[config.mk]
export PLATFORM = sky130hd
export DESIGN_NAME = herloa_error_monitor
export DESIGN_NICKNAME = d
export VERILOG_FILES = /design/src/rtl/herloa_error_monitor.sv
export SDC_FILE = /design/constraint.sdc
export NUM_CORES = 1
export LEC_CHECK = 0
export ABC_AREA = 1
export CORE_MARGIN = 4
export CORE_UTILIZATION = 25
export CTS_CLUSTER_DIAMETER = 60
export DETAILED_ROUTE_END_ITERATION = 12
export MAX_ROUTING_LAYER = met4
export SYNTH_ARGS = -nofsm -noshare
export SYNTH_HDL_FRONTEND = slang
export SYNTH_SLANG_ARGS = --single-unit
[constraint.sdc]
create_clock -name clk -period 6.86 [get_ports clk]
set_input_delay 1.372 -clock clk [delete_from_list [all_inputs] [get_ports clk]]
set_output_delay 1.372 -clock clk [all_outputs]
set_load 0.01 [all_outputs]
[src/rtl/herloa_error_monitor.sv]
// herloa_error_monitor: windowed error-distance statistics for an approximate adder output stream
module herloa_error_monitor #(
  parameter int N     = 16,
  parameter int CNT_W = 32,
  parameter int ACC_W = 48
) (
  input  logic             clk,
  input  logic             rst_n,
  input  logic             start,
  input  logic             clear,
  input  logic [CNT_W-1:0] cfg_samples,
  input  logic             in_valid,
  output logic             in_ready,
  input  logic [N-1:0]     in_a,
  input  logic [N-1:0]     in_b,
  input  logic [N-1:0]     in_s,
  output logic             ed_valid,
  output logic [N:0]       ed_out,
  output logic             done,
  output logic [CNT_W-1:0] sample_cnt,
  output logic [CNT_W-1:0] err_cnt,
  output logic [ACC_W-1:0] ed_sum,
  output logic [N:0]       ed_max,
  output logic             acc_ovf
);
  localparam int AW1 = ACC_W + 1;
  typedef enum logic [1:0] {IDLE, RUN, DRAIN, DONE} state_t;
  state_t           state_q, state_d;
  logic [CNT_W-1:0] cfg_q, cfg_d, acc_q, acc_d;
  logic [CNT_W-1:0] sample_cnt_q, sample_cnt_d, err_cnt_q, err_cnt_d;
  logic             ed_valid_q, ed_valid_d, acc_ovf_q, acc_ovf_d;
  logic [N:0]       ed_out_q, ed_out_d, ed_max_q, ed_max_d;
  logic [ACC_W-1:0] ed_sum_q, ed_sum_d;
  logic             start_ok, accept;
  logic [N:0]       exact, ed;
  logic [ACC_W:0]   sum_w;

  assign in_ready   = state_q == RUN && acc_q < cfg_q;
  assign done       = state_q == DONE;
  assign ed_valid   = ed_valid_q;
  assign ed_out     = ed_out_q;
  assign sample_cnt = sample_cnt_q;
  assign err_cnt    = err_cnt_q;
  assign ed_sum     = ed_sum_q;
  assign ed_max     = ed_max_q;
  assign acc_ovf    = acc_ovf_q;

  // next state, stage-1 ED compute and stage-2 accumulation; clear/start override everything
  always_comb begin
    start_ok     = start && !clear && (state_q == IDLE || state_q == DONE);
    accept       = in_valid && in_ready && !clear;
    exact        = {1'b0, in_a} + {1'b0, in_b};
    ed           = (exact >= {1'b0, in_s}) ? exact - {1'b0, in_s} : {1'b0, in_s} - exact;
    sum_w        = {1'b0, ed_sum_q} + AW1'(ed_out_q);
    state_d      = state_q;
    cfg_d        = cfg_q;
    acc_d        = acc_q + CNT_W'(accept);
    ed_valid_d   = accept;
    ed_out_d     = accept ? ed : ed_out_q;
    sample_cnt_d = sample_cnt_q + CNT_W'(ed_valid_q);
    err_cnt_d    = err_cnt_q + CNT_W'(ed_valid_q && ed_out_q != '0);
    ed_max_d     = (ed_valid_q && ed_out_q > ed_max_q) ? ed_out_q : ed_max_q;
    ed_sum_d     = !ed_valid_q ? ed_sum_q : sum_w[ACC_W] ? '1 : sum_w[ACC_W-1:0];
    acc_ovf_d    = acc_ovf_q || (ed_valid_q && sum_w[ACC_W]);
    if (state_q == RUN && accept && acc_d == cfg_q) state_d = DRAIN;
    else if (state_q == DRAIN) state_d = DONE;
    if (clear || start_ok) begin
      state_d      = clear ? IDLE : (cfg_samples == '0 ? DONE : RUN);
      cfg_d        = clear ? '0 : cfg_samples;
      acc_d        = '0;
      ed_valid_d   = 1'b0;
      ed_out_d     = '0;
      sample_cnt_d = '0;
      err_cnt_d    = '0;
      ed_max_d     = '0;
      ed_sum_d     = '0;
      acc_ovf_d    = 1'b0;
    end
  end

  // state and datapath registers, asynchronously cleared
  always_ff @(posedge clk or negedge rst_n) begin
    if (!rst_n) begin
      state_q      <= IDLE;
      cfg_q        <= '0;
      acc_q        <= '0;
      ed_valid_q   <= 1'b0;
      ed_out_q     <= '0;
      sample_cnt_q <= '0;
      err_cnt_q    <= '0;
      ed_max_q     <= '0;
      ed_sum_q     <= '0;
      acc_ovf_q    <= 1'b0;
    end else begin
      state_q      <= state_d;
      cfg_q        <= cfg_d;
      acc_q        <= acc_d;
      ed_valid_q   <= ed_valid_d;
      ed_out_q     <= ed_out_d;
      sample_cnt_q <= sample_cnt_d;
      err_cnt_q    <= err_cnt_d;
      ed_max_q     <= ed_max_d;
      ed_sum_q     <= ed_sum_d;
      acc_ovf_q    <= acc_ovf_d;
    end
  end
endmodule

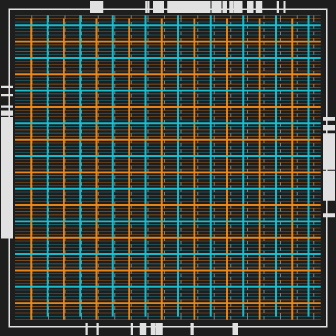
run_1/pdn.png
Pins as bars on the die edge. Tap cells in gray.
color	net
cyan	VDD
orange	VSS
met5 straps	18
met4 straps	18
signal pins	235
vertical die size: 262.9 µm
Peak VDD IR: 138.2 µV
Std-Cell Core Area: 0.06435 mm²
Die Wd: 262.9 µm

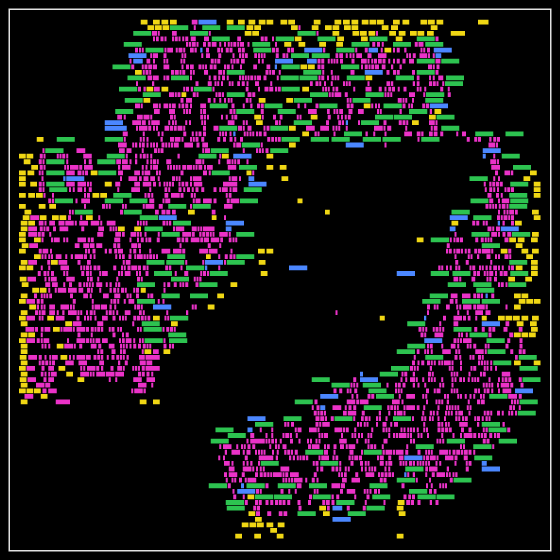
run_1/cell_classes.png
color	class	cells	share of their area
magenta	all other logic	2065	55%
green	flip-flops	214	28%
blue	clock drivers and dummy loads	56	5.0%
yellow	other buffers and delay cells	244	13%
site row count: 93
post-route cell area: 0.02052 mm²
final cell utilization of the core: 31.89%
Seq area share: 26.10%

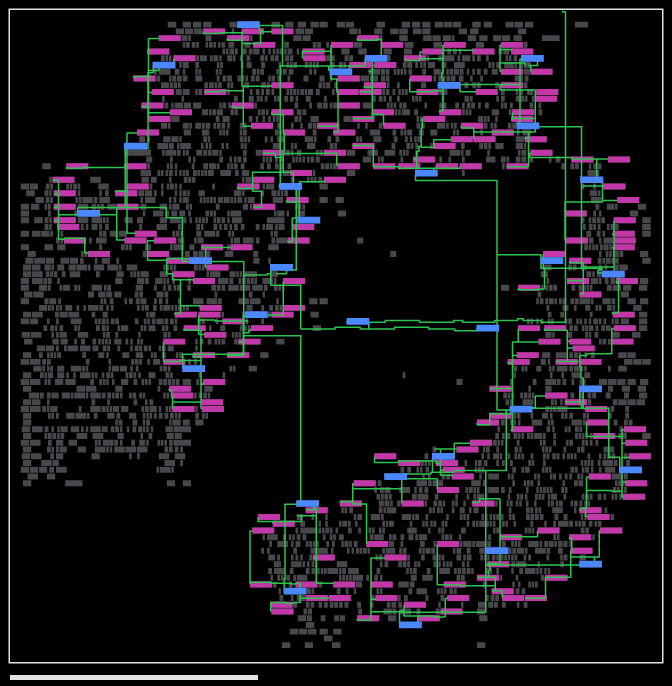
run_1/clock_map.png
The bar under the picture is 100 µm long.
[blue] cells driving clock nets | count: 31
[green] clock wires | length: 3890 µm
[magenta] flip-flops | count: 214
routed clock nets	32
reported clock group power: 1.53 mW
clock latency at the later pin of the worst-skew pair: 0.58 ns
Final Skew: 0.01582 ns

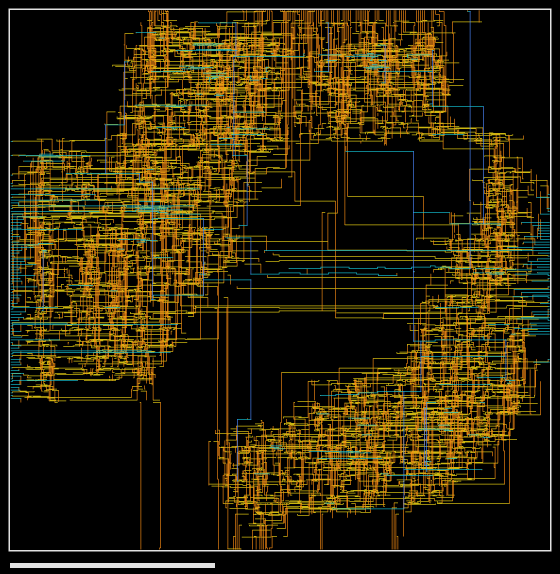
run_1/metal_stack.png
The bar under the picture is 100 µm long.
color	layer	wire length
orange	met2	23.6 mm
blue	met4	900 µm
cyan	met3	3200 µm
yellow	met1	25.8 mm
All-Layer GR Usage: 15.32%
drt total wl: 53.49 mm
DR vias: 15940

==> impl_metrics.csv, run 1 <==
group,metric,value,unit
outcome,run_status,"finished clean",
synthesis,enable_flop_cells,0,
grt,global_route.usage.met1,21.07,%
sta,clock.fmax,199.3,MHz
sta,slew_worst_pin,1.109,ns
setup_path,worst-path-stages,26,
sta,holdWs,0.4839,ns
synthesis,synth_area_per_cell,6.976,µm²
sta,slew_headroom,25.86,%
grt,gr-total-overflow,0,
synthesis,ys_sh_mux,0,%
die,io_pins,235,
synthesis,synth.ff_latch_count,214,
pwr,power.share.clock,38.3,%
final_layout,layout_top_cells_excl_fill_tap,"sky130_fd_sc_hd__nand2_1 (577), sky130_fd_sc_hd__inv_1 (314), sky130_fd_sc_hd__clkdlybuf4s50_1 (233), sky130_fd_sc_hd__nor2_1 (224), sky130_fd_sc_hd__dfrtp_1 (214)",
pwr,power_per_cell_area,194.9,mW/mm²
final_layout,num-multi-input-gates,1744,
drt,drtAntennaViolNets,0,
drt,avgRoutedWirePerCell,15.58,µm
synthesis,synth.net_count,2540,
min_path,tightest_hold_check_type,"reg2reg",
placed_design,buffer_ports.inserted,234,
setup_path,setup.reg_to_reg.worst_slack,2.50,ns
setup_path,timing.critical_path.to_type,"flip-flop",
sta,grt_setup_unrepaired,"no",
final_layout,nNonClkBuffers,244,
final_layout,mi_logic_area,0.009483,mm²
final_layout,top_area_cell_class,"logic gates",
synthesis,synth_compound_gate_area_share,12.75,%
cts,cts_setup_buffers,0,
final_layout,layout.clock_buffers,45,
synthesis,proportion_of_synthesized_chip_area_in_sequential_cells,32.96,%
cts,tritoncts.num_buffers,31,
grt,first_global_vias,15200,
drt,route.met3.wl,3.203,mm
synthesis,asr_flop_ratio_synth,100.0,%
synthesis,yosysTopAreaCellShare,32.96,%
final_layout,layout.cells.most_common,"sky130_fd_sc_hd__nand2_1",
cts,clockBufferDepth,3,
synthesis,synth_area,0.01625,mm²
placed_design,hpwl,41.53,mm
min_path,holdPathStages,2,
synthesis,yosys.area_share.xor_xnor,3.558,%
grt,largest_net_degree_at_the_start_of_global_routing,112,
drt,route.top_layer_used,"met4",
pwr,internal-power,2.619,mW
job,log.warning_count,48,
synthesis,fa_ha_area_share,9.888,%
final_layout,syn_to_final_growth,26.28,%
final_layout,stdcell_count,3434,
setup_path,crit_end,"ed_out[10]",
sta,fin_crit,5.018,ns
synthesis,yosysWarningCount,0,
setup_path,worst-path-max-fanout,13,
pwr,power.share.sequential,34.3,%
sta,setup_slack,1.842,ns
final_layout,nets,2767,
synthesis,synth.comb.largest_family,"simple AND/OR/NAND/NOR gates",
setup_path,worst-path-buf-inv,3,
cts,tritoncts,"built",
sta,hold_viol,0,
setup_path,cell_repeated_most_along_the_worst_path,"sky130_fd_sc_hd__nand2_1",
setup_path,timing.critical_path.slowest_cell_delay,0.40,ns
setup_path,critical_path.reg2reg.startpoint,"acc_q[5]",
final_layout,filler_cell_count,6848,
placed_design,postPlaceCellArea,0.01955,mm²
cts,clk_root_buffer_cell,"sky130_fd_sc_hd__clkbuf_16",
final_layout,flop-count,214,
grt,wire_length_of_the_first_global_routing_pass,85.04,mm
pwr,pg_seq,1.37,mW
cts,postCtsResizedCells,0,
pwr,power_switching,1.380,mW
final_layout,clock_area_share,4.732,%
setup_path,crit_start,"in_a[2]",
cts,number_of_levels_the_h_tree_was_split_into,1,
pwr,dominant_power_group,"the clock network",
final_layout,buffer_area_share,11.87,%
synthesis,synth_area_leader_cell,"sky130_fd_sc_hd__dfrtp_1",
min_path,holdPathEnd,"acc_ovf",
synthesis,number_of_cells_in_yosys_stat,2329,
synthesis,synth-simple-area-share,32.10,%
sta,timing.final.max_slew_violations,0,
sta,fin_tns_setup,0,ns
grt,antenna_found_initial,0,
die,fp-utilization,25.25,%
placed_design,placed_cells,3378,
setup_path,critical_setup_path_class,"in2reg",
pwr,power.combinational.total,1.10,mW
grt,grt_most_used_layer,"met2",
synthesis,syn_inst,2329,
setup_path,reg2regPathDepth,27,
drt,drt-initial-drc-count,1068,
pwr,p_leak,9.303,nW
synthesis,synth-main-ff-cell,"sky130_fd_sc_hd__dfrtp_1",
pwr,post-layout-total-power,3.999,mW
grt,use_met3,2.865,%
synthesis,yosysMostFrequentCell,"sky130_fd_sc_hd__nand2_1",
setup_path,timing.critical_path.arrival,5.46,ns
final_layout,comb_share,46.22,%
die,chip_area,0.06913,mm²
grt,grt_util_met2,23.92,%
cts,cts_sinks,214,
final_layout,antennaDiodeCount,0,
placed_design,gp_congestion,0.9014,
pwr,sw_frac_of_total,34.51,%
min_path,timing.hold.worst.start,"acc_ovf",
final_layout,largest_register_ffs,48,
setup_path,worstSetupStartpointType,"input port",
drt,route.detailed.vias_per_inst,4.642,
final_layout,flop_area,0.005355,mm²
synthesis,synthDistinctLibCells,53,
sta,share_of_the_cycle_needed_by_the_critical_path_after_routing,73.15,%
drt,detail_route.drc_violations,0,
## Run 2: what changed since run 1
==> constraint.sdc (replaced) <==
create_clock -name clk -period 4.2 [get_ports clk]
set_input_delay 0.84 -clock clk [delete_from_list [all_inputs] [get_ports clk]]
set_output_delay 0.84 -clock clk [all_outputs]
set_load 0.01 [all_outputs]
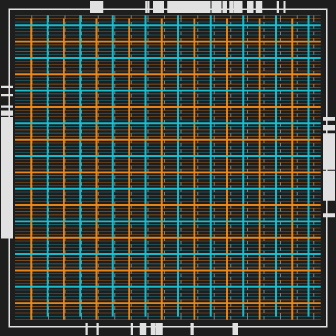
run_2/pdn.png
Pins as bars on the die edge. Tap cells in gray.
color	net
cyan	VDD
orange	VSS
rows	93
signal pins	235
met4 straps	18
met1 rails	94
met5 straps	18
Peak VDD IR: 277.4 µV

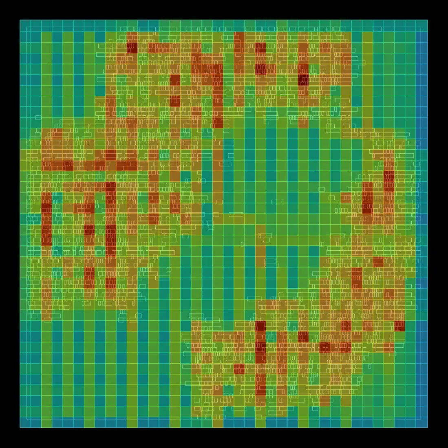
run_2/final_congestion.png
met1 usage in global routing: 21.18%
GRT busiest layer: met2

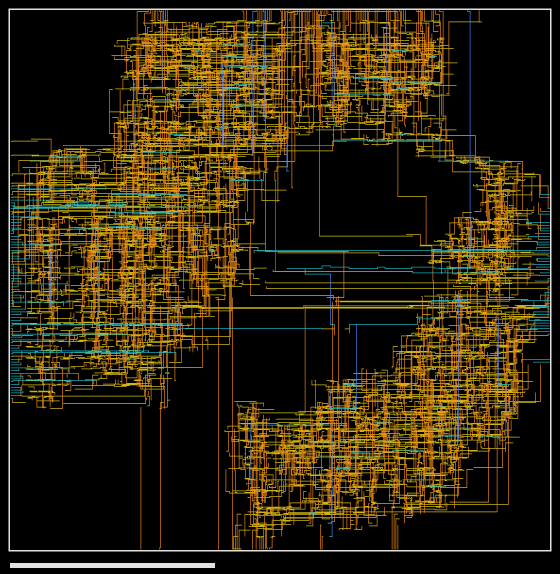
run_2/metal_stack.png
The bar under the picture is 100 µm long.
color	layer	wire length
blue	met4	1150 µm
cyan	met3	3190 µm
yellow	met1	25.9 mm
orange	met2	24.1 mm
All-Layer GR Usage: 15.50%
Wirelength per Cell: 15.25 µm
DR vias: 16420

==> run 2 against run 1 <==
Effect of this change: clock power increased by 73%; core utilization up 2.0 points; via count is 3.0% higher; non-clock buffer count grew 125; sequential share of layout area down 1.5 points; area after synthesis unchanged; largest power group unchanged.
==> impl_metrics.csv, run 2 <==
group,metric,value,unit
outcome,run_status,"finished clean",
placed_design,postPlaceCellArea,0.02044,mm²
drt,route.met3.wl,3.186,mm
setup_path,worstSetupStartpointType,"flip-flop",
sta,fin_crit,3.927,ns
setup_path,crit_start,"acc_q[6]",
synthesis,syn_inst,2329,
setup_path,timing.critical_path.to_type,"flip-flop",
synthesis,synth.ff_latch_count,214,
pwr,power_per_cell_area,321.5,mW/mm²
final_layout,design_area,0.02181,mm²
grt,grt_util_met2,24.14,%
sta,clock.fmax,254.7,MHz
setup_path,timing.critical_path.arrival,4.40,ns
synthesis,synth_area,0.01625,mm²
sta,fin_tns_setup,0,ns
pwr,dominant_power_group,"the clock network",
synthesis,synth-simple-area-share,32.10,%
grt,antenna_found_initial,0,
sta,hold_viol,0,
final_layout,flop-count,214,
cts,tritoncts,"built",
synthesis,enable_flop_cells,0,
final_layout,flop_area,0.005356,mm²
drt,route.detailed.vias_per_inst,4.612,
placed_design,placed_cells,3488,
setup_path,worst-path-max-fanout,7,
synthesis,synth-main-ff-cell,"sky130_fd_sc_hd__dfrtp_1",
sta,setup_slack,0.2734,ns
die,fp-utilization,25.25,%
grt,largest_net_degree_at_the_start_of_global_routing,110,
setup_path,timing.critical_path.slowest_cell_delay,0.43,ns
synthesis,synth.comb.largest_family,"simple AND/OR/NAND/NOR gates",
pwr,sw_frac_of_total,34.08,%
die,io_pins,235,
final_layout,filler_cell_count,6837,
synthesis,synth_area_per_cell,6.976,µm²
final_layout,num-multi-input-gates,1744,
setup_path,worst-path-buf-inv,1,
job,log.warning_count,46,
pwr,pg_seq,2.22,mW
pwr,power_switching,2.390,mW
pwr,power.combinational.total,2.14,mW
synthesis,ys_sh_mux,0,%
cts,number_of_levels_the_h_tree_was_split_into,1,
min_path,tightest_hold_check_type,"in2async",
pwr,post-layout-total-power,7.012,mW
die,fp.coreArea,0.06435,mm²
synthesis,yosys.area_share.xor_xnor,3.558,%
synthesis,proportion_of_synthesized_chip_area_in_sequential_cells,32.96,%
final_layout,layout.cells.most_common,"sky130_fd_sc_hd__nand2_1",
synthesis,yosysMostFrequentCell,"sky130_fd_sc_hd__nand2_1",
die,die_width,262.9,µm
final_layout,post-route-util,33.90,%
drt,routed_wl,54.30,mm
cts,cts_sinks,214,
setup_path,worst-path-stages,28,
synthesis,asr_flop_ratio_synth,100.0,%
sta,timing.clock.skew,0.01560,ns
cts,tritoncts.num_buffers,31,
setup_path,critical_path.reg2reg.startpoint,"acc_q[6]",
pwr,power.share.sequential,31.6,%
sta,timing.final.max_slew_violations,0,
final_layout,antennaDiodeCount,0,
final_layout,seq_share,24.56,%
pwr,power.share.clock,37.8,%
cts,clk_root_buffer_cell,"sky130_fd_sc_hd__clkbuf_16",
sta,slew_headroom,45.17,%
final_layout,buffer_area_share,15.77,%
cts,clockBufferDepth,3,
synthesis,yosysWarningCount,0,
final_layout,mi_logic_area,0.009702,mm²
drt,drtAntennaViolNets,0,
final_layout,layout_top_cells_excl_fill_tap,"sky130_fd_sc_hd__nand2_1 (574), sky130_fd_sc_hd__inv_1 (307), sky130_fd_sc_hd__clkdlybuf4s50_1 (233), sky130_fd_sc_hd__nor2_1 (220), sky130_fd_sc_hd__dfrtp_1 (213)",
grt,gr-total-overflow,0,
final_layout,comb_share,44.48,%
synthesis,synth.net_count,2540,
final_layout,nets,2892,
pwr,pwr.group.clock,2.65,mW
final_layout,top_area_cell_class,"logic gates",
cts,postCtsResizedCells,0,
sta,share_of_the_cycle_needed_by_the_critical_path_after_routing,93.49,%
final_layout,largest_register_ffs,48,
synthesis,fa_ha_area_share,9.888,%
placed_design,gp_congestion,0.8986,
placed_design,buffer_ports.inserted,234,
final_layout,syn_to_final_growth,34.25,%
setup_path,setup.reg_to_reg.worst_slack,0.27,ns
drt,drt-initial-drc-count,979,
synthesis,number_of_cells_in_yosys_stat,2329,
synthesis,yosysTopAreaCellShare,32.96,%
## Run 3: what changed since run 2
--- a/config.mk
+++ b/config.mk
@@ -11,6 +11,7 @@
 export CTS_CLUSTER_DIAMETER = 60
 export DETAILED_ROUTE_END_ITERATION = 12
 export MAX_ROUTING_LAYER = met4
+export RECOVER_POWER = 50
 export SYNTH_ARGS = -nofsm -noshare
 export SYNTH_HDL_FRONTEND = slang
 export SYNTH_SLANG_ARGS = --single-unit
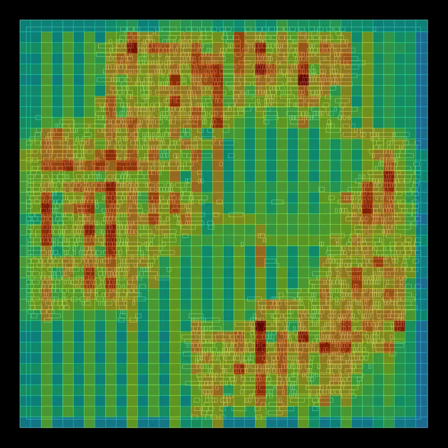
run_3/final_congestion.png
met2 Track Usage GR: 24.14%
final cell utilization of the core: 33.78%
GR met3 Demand/Resource: 2.827%

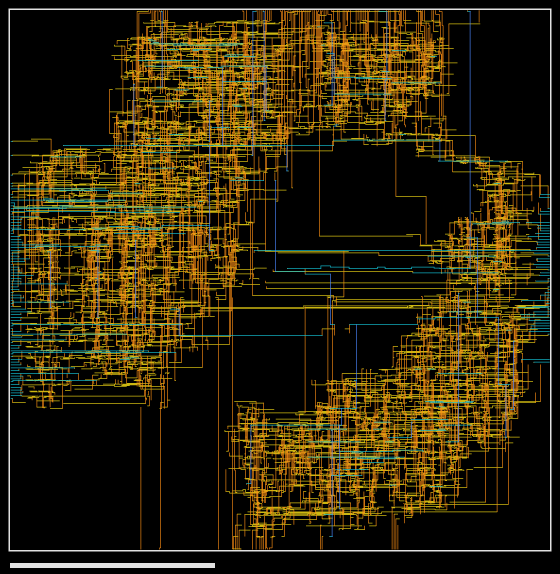
run_3/metal_stack.png
The bar under the picture is 100 µm long.
color	layer	wire length
cyan	met3	3370 µm
blue	met4	1140 µm
yellow	met1	25.6 mm
orange	met2	24.1 mm
drt total wl: 54.24 mm
DR vias: 16380
Wirelength per Cell: 15.23 µm

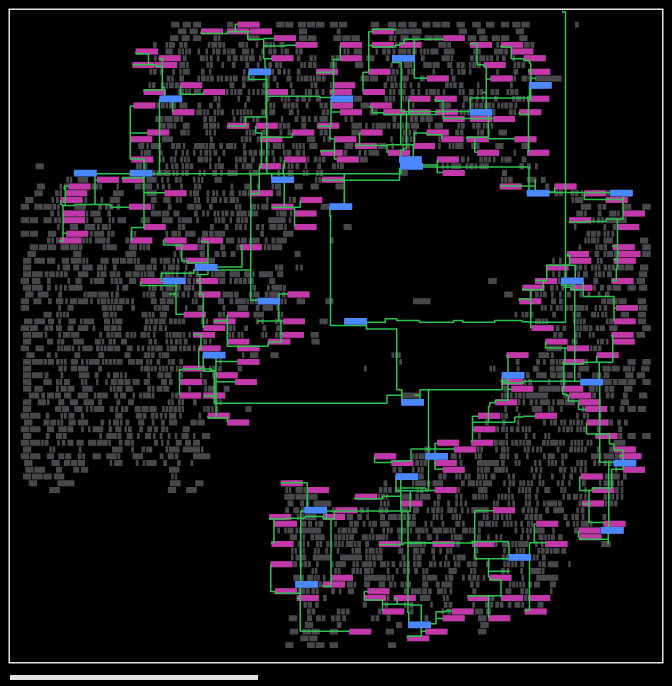
run_3/clock_map.png
The bar under the picture is 100 µm long.
[magenta] flip-flops | count: 214
[blue] cells driving clock nets | count: 31
[green] clock wires | length: 3750 µm
routed clock nets	32
reported clock group power: 2.65 mW
clock latency at the later pin of the worst-skew pair: 0.59 ns
Final Skew: 0.01504 ns
part of the power in the clock network: 37.9%

==> run 3 against run 2 <==
Effect of this change: the flow now finishes with violations (capacitance limit, slew limit); power is 0.24% lower; via count down 0.21%; maximum frequency grew 0.13%; clock skew is 0.00056 ns lower; non-clock buffer count did not move; critical path type unchanged; critical endpoint unchanged.
==> impl_metrics.csv, run 3 <==
group,metric,value,unit
cts,clockBufferDepth,3,
sta,slew_worst_pin,2.356,ns
sta,share_of_the_cycle_needed_by_the_critical_path_after_routing,93.37,%
die,fp.coreArea,0.06435,mm²
synthesis,synth.ff_latch_count,214,
pwr,sw_frac_of_total,34.09,%
synthesis,yosys.area_share.xor_xnor,3.558,%
cts,cts_sinks,214,
drt,route.top_layer_used,"met4",
synthesis,synth-simple-area-share,32.10,%
job,log.warning_count,46,
outcome,run_status,"finished, violations left",
final_layout,nets,2892,
drt,drt-initial-drc-count,911,
pwr,p_leak,10.21,nW
final_layout,comb_share,44.60,%
setup_path,cell_repeated_most_along_the_worst_path,"sky130_fd_sc_hd__nand2_1",
setup_path,worst-path-stages,28,
final_layout,layout_top_cells_excl_fill_tap,"sky130_fd_sc_hd__nand2_1 (575), sky130_fd_sc_hd__inv_1 (307), sky130_fd_sc_hd__nor2_1 (220), sky130_fd_sc_hd__dfrtp_1 (213), sky130_fd_sc_hd__nand3_1 (194)",
synthesis,number_of_cells_in_yosys_stat,2329,
outcome,violated_checks,"capacitance limit, slew limit",
drt,route.detailed.vias_per_inst,4.602,
drt,detail_route.drc_violations,0,
cts,number_of_levels_the_h_tree_was_split_into,1,
setup_path,timing.critical_path.to_type,"flip-flop",
die,fp-utilization,25.25,%
min_path,holdPathEnd,"acc_ovf",
die,row_count,93,
cts,tritoncts,"built",
min_path,timing.hold.worst.start,"acc_ovf",
synthesis,synth.net_count,2540,
final_layout,syn_to_final_growth,33.77,%
synthesis,yosysTopAreaCellShare,32.96,%
final_layout,filler_cell_count,6847,
grt,grt_most_used_layer,"met2",
die,chip_area,0.06913,mm²
grt,antenna_found_initial,0,
synthesis,proportion_of_synthesized_chip_area_in_sequential_cells,32.96,%
sta,setup_slack,0.2786,ns
pwr,power_per_cell_area,321.9,mW/mm²
placed_design,placed_cells,3488,
min_path,holdPathStages,2,
final_layout,antennaDiodeCount,0,
final_layout,flop_area,0.005356,mm²
synthesis,fa_ha_area_share,9.888,%
die,io_pins,235,
setup_path,crit_end,"state_q[1]",
setup_path,timing.critical_path.slowest_cell_delay,0.43,ns
setup_path,critical_setup_path_class,"reg2reg",
sta,holdWs,0.4925,ns
pwr,post-layout-total-power,6.995,mW
synthesis,synth_area_per_cell,6.976,µm²
pwr,dominant_power_group,"the clock network",
cts,postCtsResizedCells,0,
grt,wire_length_of_the_first_global_routing_pass,86.15,mm
final_layout,clock_area_share,4.790,%
cts,clk_root_buffer_cell,"sky130_fd_sc_hd__clkbuf_16",
setup_path,worst-path-buf-inv,1,
placed_design,hpwl,42.23,mm
synthesis,enable_flop_cells,0,
setup_path,critical_path.reg2reg.startpoint,"acc_q[6]",
setup_path,setup.reg_to_reg.worst_slack,0.28,ns
placed_design,gp_congestion,0.8986,
final_layout,nNonClkBuffers,369,
final_layout,design_area,0.02173,mm²
setup_path,timing.critical_path.arrival,4.40,ns
final_layout,stdcell_count,3560,
synthesis,synth_compound_gate_area_share,12.75,%
synthesis,ys_sh_mux,0,%
final_layout,num-multi-input-gates,1744,
synthesis,yosysMostFrequentCell,"sky130_fd_sc_hd__nand2_1",
final_layout,largest_register_ffs,48,
pwr,power_switching,2.385,mW
final_layout,mi_logic_area,0.009694,mm²
grt,global_route.usage.met1,21.18,%
pwr,vdd.ir_drop.worst,276.7,µV
final_layout,flop-count,214,
final_layout,layout.cells.most_common,"sky130_fd_sc_hd__nand2_1",
setup_path,crit_start,"acc_q[6]",
grt,track_usage,15.50,%
synthesis,synth_area,0.01625,mm²
sta,fin_crit,3.921,ns
synthesis,synth-main-ff-cell,"sky130_fd_sc_hd__dfrtp_1",
job,maximum_capacitance_violations,1,
synthesis,yosysWarningCount,0,
pwr,pg_seq,2.22,mW
sta,timing.final.max_slew_violations,92,
synthesis,syn_inst,2329,
grt,largest_net_degree_at_the_start_of_global_routing,110,
final_layout,buffer_area_share,15.50,%
sta,fin_tns_setup,0,ns
grt,gr-total-overflow,0,
synthesis,asr_flop_ratio_synth,100.0,%
die,die_width,262.9,µm
setup_path,reg2regPathDepth,28,
synthesis,synth_area_leader_cell,"sky130_fd_sc_hd__dfrtp_1",
synthesis,synth.comb.largest_family,"simple AND/OR/NAND/NOR gates",
final_layout,layout.clock_buffers,41,
synthesis,synthDistinctLibCells,53,
No activity file was given, so power comes from the tool's default toggle rates.
